==> config.mk <==
export PLATFORM = sky130hd
export DESIGN_NAME = gate_reduce_pipe
export DESIGN_NICKNAME = d
export VERILOG_FILES = /design/src/rtl/gate_reduce_pipe.sv
export SDC_FILE = /design/constraint.sdc
export NUM_CORES = 1
export LEC_CHECK = 0
export CAP_MARGIN = 20
export CELL_PAD_IN_SITES_DETAIL_PLACEMENT = 0
export CELL_PAD_IN_SITES_GLOBAL_PLACEMENT = 1
export CORE_MARGIN = 4
export CORE_UTILIZATION = 40
export DETAILED_ROUTE_END_ITERATION = 8
export GPL_ROUTABILITY_DRIVEN = 0
export PLACE_DENSITY_LB_ADDON = 0.1
export SETUP_SLACK_MARGIN = 0.5
export SLEW_MARGIN = 20
export SYNTH_ARGS = -nofsm -noshare
export SYNTH_HDL_FRONTEND = slang
export SYNTH_SLANG_ARGS = --single-unit
==> constraint.sdc <==
create_clock -name clk -period 8.3 [get_ports clk]
set_input_delay 0.83 -clock clk [delete_from_list [all_inputs] [get_ports clk]]
set_output_delay 0.83 -clock clk [all_outputs]
set_load 0.02 [all_outputs]
==> src/rtl/gate_reduce_pipe.sv <==
// rtl/gate_reduce_pipe.sv - pipelined multi-lane AND/OR/XOR(+inverted) gate with beat folding and registered output
module gate_reduce_pipe #(
  parameter int IN_NUM = 8,
  parameter int WIDTH  = 1,
  parameter int CNT_W  = 8
) (
  input  logic                    clk,
  input  logic                    rst_n,
  input  logic [2:0]              mode,
  input  logic                    in_valid,
  output logic                    in_ready,
  input  logic [IN_NUM*WIDTH-1:0] din,
  input  logic                    in_last,
  output logic                    out_valid,
  input  logic                    out_ready,
  output logic [WIDTH-1:0]        dout,
  output logic [CNT_W-1:0]        beats,
  output logic                    mode_err
);

  localparam logic [1:0]       OP_AND  = 2'd0;
  localparam logic [1:0]       OP_OR   = 2'd1;
  localparam logic [1:0]       OP_XOR  = 2'd2;
  localparam logic [CNT_W-1:0] CNT_MAX = '1;
  localparam logic [CNT_W-1:0] CNT_ONE = CNT_W'(1);

  typedef enum logic {IDLE = 1'b0, ACCUM = 1'b1} state_t;

  state_t             state_q, state_d;
  logic [2:0]         mode_q, mode_d;
  logic [WIDTH-1:0]   acc_q, acc_d;
  logic [CNT_W-1:0]   cnt_q, cnt_d;
  logic               out_valid_q, out_valid_d;
  logic [WIDTH-1:0]   dout_q, dout_d;
  logic [CNT_W-1:0]   beats_q, beats_d;
  logic               mode_err_q, mode_err_d;

  logic [2:0]         grp_mode;
  logic [1:0]         base_op;
  logic               invert;
  logic               reserved;
  logic [WIDTH-1:0]   beat_r;
  logic [WIDTH-1:0]   folded;
  logic [CNT_W-1:0]   cnt_inc;
  logic               accept;

  function automatic logic [WIDTH-1:0] apply_op(input logic [1:0] op,
                                                input logic [WIDTH-1:0] a,
                                                input logic [WIDTH-1:0] b);
    case (op)
      OP_OR:   apply_op = a | b;
      OP_XOR:  apply_op = a ^ b;
      default: apply_op = a & b;
    endcase
  endfunction

  assign in_ready = !out_valid_q || out_ready;
  assign accept   = in_valid && in_ready;

  // The group's mode is the live input on its first beat, the latched copy afterwards.
  always_comb begin
    grp_mode = (state_q == IDLE) ? mode : mode_q;
    case (grp_mode)
      3'd1, 3'd4: base_op = OP_OR;
      3'd2, 3'd5: base_op = OP_XOR;
      default:    base_op = OP_AND;
    endcase
    invert   = (grp_mode == 3'd3) || (grp_mode == 3'd4) || (grp_mode == 3'd5);
    reserved = grp_mode[2] && grp_mode[1];
    beat_r   = din[WIDTH-1:0];
    for (int k = 1; k < IN_NUM; k++) begin
      beat_r = apply_op(base_op, beat_r, din[k*WIDTH +: WIDTH]);
    end
    folded  = (state_q == ACCUM) ? apply_op(base_op, acc_q, beat_r) : beat_r;
    cnt_inc = (state_q == IDLE) ? CNT_ONE :
              ((cnt_q == CNT_MAX) ? cnt_q : cnt_q + CNT_ONE);
  end

  always_ff @(posedge clk) begin
    if (!rst_n) state_q <= IDLE;
    else        state_q <= state_d;
  end

  always_comb begin
    state_d = state_q;
    if (accept) state_d = in_last ? IDLE : ACCUM;
  end

  always_comb begin
    mode_d      = mode_q;
    acc_d       = acc_q;
    cnt_d       = cnt_q;
    out_valid_d = out_valid_q;
    dout_d      = dout_q;
    beats_d     = beats_q;
    mode_err_d  = mode_err_q;
    if (accept && !in_last) begin
      acc_d = folded;
      cnt_d = cnt_inc;
      if (state_q == IDLE) mode_d = mode;
    end
    // A closing beat reloads the output even while the old result drains: no bubble.
    if (accept && in_last) begin
      out_valid_d = 1'b1;
      dout_d      = reserved ? '0 : (invert ? ~folded : folded);
      beats_d     = cnt_inc;
      mode_err_d  = reserved;
      acc_d       = '0;
      cnt_d       = '0;
    end else if (out_ready) begin
      out_valid_d = 1'b0;
    end
  end

  always_ff @(posedge clk) begin
    if (!rst_n) begin
      mode_q      <= 3'd0;
      acc_q       <= '0;
      cnt_q       <= '0;
      out_valid_q <= 1'b0;
      dout_q      <= '0;
      beats_q     <= '0;
      mode_err_q  <= 1'b0;
    end else begin
      mode_q      <= mode_d;
      acc_q       <= acc_d;
      cnt_q       <= cnt_d;
      out_valid_q <= out_valid_d;
      dout_q      <= dout_d;
      beats_q     <= beats_d;
      mode_err_q  <= mode_err_d;
    end
  end

  assign out_valid = out_valid_q;
  assign dout      = dout_q;
  assign beats     = beats_q;
  assign mode_err  = mode_err_q;

endmodule

==> results_slide.txt <==
Implementation Results

Final timing
  • Worst Hold Slack: 0.4579 ns
  • Fmax: 0.1420 GHz
  • Crit path time final: ~7.0 ns
  • Final Max Slew Viols: 0
  • Final setup violation count: 0
  • Fin Setup TNS: 0 ns
  • Final hold violation count: 0
  • Relative slew margins: between 60% and 70%
  • Worst slew pin tran: roughly 0.52 ns
  • Setup Skew: 0.002608 ns
  • Unrepaired setup endpoints after global routing: false
  • Tcrit/Tclk final: 84.83%

Critical path
  • Worst setup EP type: register
  • Worst endpoint required time: between 8 and 9 ns
  • Crit path DAT: around 7 ns
  • Startpoint types: input pin
  • CP max-delay cell: clkdlybuf4s50_1
  • Critical Path Max Stage Delay: about 0.44 ns
  • Crit Path Max Fanout: 8
  • Setup CP Type: input pin to register

Synthesis
  • Synth Area in Compound Gates: 22.71%
  • EDFF count, synth: 0
  • Adders+Majority by Area: roughly 14%
  • Cell Type Count: roughly 50
  • Syn Nets: around 250
  • Synth logic family: AND-OR/OR-AND gates
  • XOR Share, Synth: roughly 2%
  • Flops after synth: 24
  • Synth cell count leaders: nand2_1, inv_1, dfxtp_1
  • Top-area cell share: 27.51%
  • Post-Syn Area: ~0.0017 sq mm
  • Ys Warns: 0
  • Synth Seq Share: 27.51%
  • Mapped Cells: roughly 210
  • Most numerous cell in the Yosys netlist: nand2_1
  • AND/OR/NAND/NOR Cells, Area Fraction: between 15 and 20%
  • Mean area per synthesized cell: a little over 8 sq um
  • MUX share of area: 4.298%
  • Biggest area cells: dfxtp_1, ha_1, nand2_1
  • Post-synth ARST share: 0%
  • Biggest area consumer among synthesized cells: dfxtp_1
  • Ys flop type: dfxtp_1
  • Yosys stat area: around 0.0017 sq mm
  • Ys cells: about 210

Drt
  • Post-DR vias/cell: between 5 and 6
  • ANT nets after route: 0
  • DR pass1 iterations: 4
  • Vias: between 1000 and 1500
  • Final wirelength: between 3 and 4 mm
  • Detailed-route DRC error count: 0
  • Starting DRT DRC Count: 103

Cells and area
  • Fraction of layout cells with a size suffix above 1: 9.322%
  • # nets final: around 270
  • Area grow syn2layout: 18.62%
  • Post-route cell area: 0.002072 sq mm
  • Most frequent cells in the layout: nand2_1, clkdlybuf4s50_1, inv_1
  • # diodes: 0

Power
  • VDD IR max: around 0.057 mV
  • Leak: around 0.86 nW
  • PD cells: 140.0 mW/mm^2

Global route
  • Number of global-route vias before repair: 1439
  • First-pass GRT wire length: 6.451 mm
  • Largest net degree at the start of global routing: 18
  • Initial antenna violation count: 0
  • GR Overflow Total: 0

Die
  • FP Util: between 40 and 50%
  • Die Ht: ~74 um
  • Chip area: 0.005488 sq mm
  • I/O pin count: 28
  • Core Area: around 0.004 sq mm
  • Die X: between 70 and 80 um
  • Row Count: 23

CTS
  • H-tree depth: 1
  • Clock Tree Root: clkbuf_8
  • # Post-CTS Setup Buffers: 0
  • Clock buffer count from CTS: 3
  • CTS tree: built
  • Clock sinks: 24
  • Clock slew at reported path FFs: approximately 0.090 ns
  • Insertion delay to the later sink of the worst-skew pair: ~0.27 ns
  • Hold-fix buffers, CTS: 0
  • Max clock buf depth: 2

Hold path
  • Hold Path Class: register to register

Run status
  • Run status: completed

Job
  • Max-Cap Viols: 0
  • Log Warnings: 35

Placed design
  • PortBufs: 27
  • Placed cell areas: 0.002011 sq mm
  • Final HPWL DP: about 2.8 mm
## cell type report
class	instances	area [sq um]
clock buffers	4	55.05
fillers	404	2043
inverters	26	97.59
multi-input cells	154	1097
flip-flops and latches	24	481.7
well taps	50	62.56
repair buffers	28	277.8
## critical path, delay by kind of cell
kind / cells / cell delay [ns]
AOI/OAI and AO/OA: 16 / 2.59
xor gates and xnor gates: 1 / 0.15
adders and majority gates: 8 / 2.19
buffers and inverters: 8 / 0.96
muxes: 1 / 0.27
and+or+nand+nor: 3 / 0.21
## state kept, by name, indices dropped and copies added, names as in the netlist
name	count
beats	8
state_q	1
dout	1
mode_q	3
cnt_q	8
mode_err	1
out_valid	1
acc_q	1
## worst paths after layout
path              cells after the start  slack, ns  startpoint        to
setup / recovery                     37       1.26     mode[2]     acc_q
hold / removal                        2       0.46    beats[3]  beats[3]
setup reg to reg                     36       1.50     state_q     acc_q
hold reg to reg                       2       0.46    beats[3]  beats[3]
## metal layers
layer  GRT usage (%)  share of wire [%]  up-vias
li1                -                  -      781
met3           2.027                3.8        5
met4           5.433                1.4        0
met1           18.74                 47      665
met2           25.89                 48       31
met5               0                  0        -
## stage by stage
step / instances / utilization, % / setup WS [ns] / total power [W]
floorplan: 214 / - / 1.664 / 0.0001866
global placement: 282 / 48.86 / 0.8810 / 0.0002081
detailed placement: 282 / 48.86 / 0.6426 / 0.0002117
CTS: 286 / 50.20 / 0.8817 / 0.0002928
global route: 286 / 50.35 / 0.5882 / 0.0003115
finish: 286 / 50.35 / 1.259 / 0.0002900
## power breakdown
group	total, W	switching, W	internal (W)
Clock	0.0000807	0.0000383	0.0000424
Sequential	0.000125	0.00000571	0.000119
Combinational	0.0000845	0.0000456	0.0000389
## repair_timing
action / CTS / global route
endpoints found under the hold margin: 0 / 0
resized: 0 / 5
setup endpoints to repair: 0 / 2
==> images/congestion.png <==
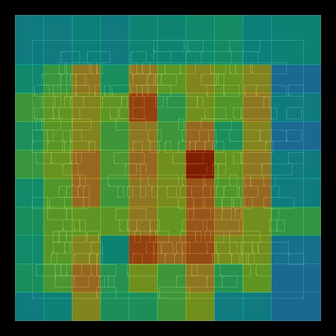
met1 Use GR: 18.74%
wire per inst: 12.75 um
global-route usage over all layers: 14.91%
busiest layer in global routing: met2

==> images/logic_types.png <==
(4 px per um)
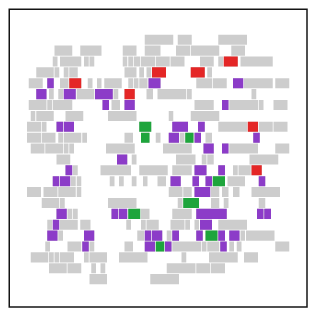
aoi and oai cells: in purple, cells 49, most used o21ai_0. and/or cells: in green, cells 8, most used and4_1. non-inverting ao/oa cells: in red, cells 7.
Top cell excl fill/tap: nand2_1
logic share of the area: 52.96%
fin cells: 286

Power is estimated from default activity; no workload was simulated.
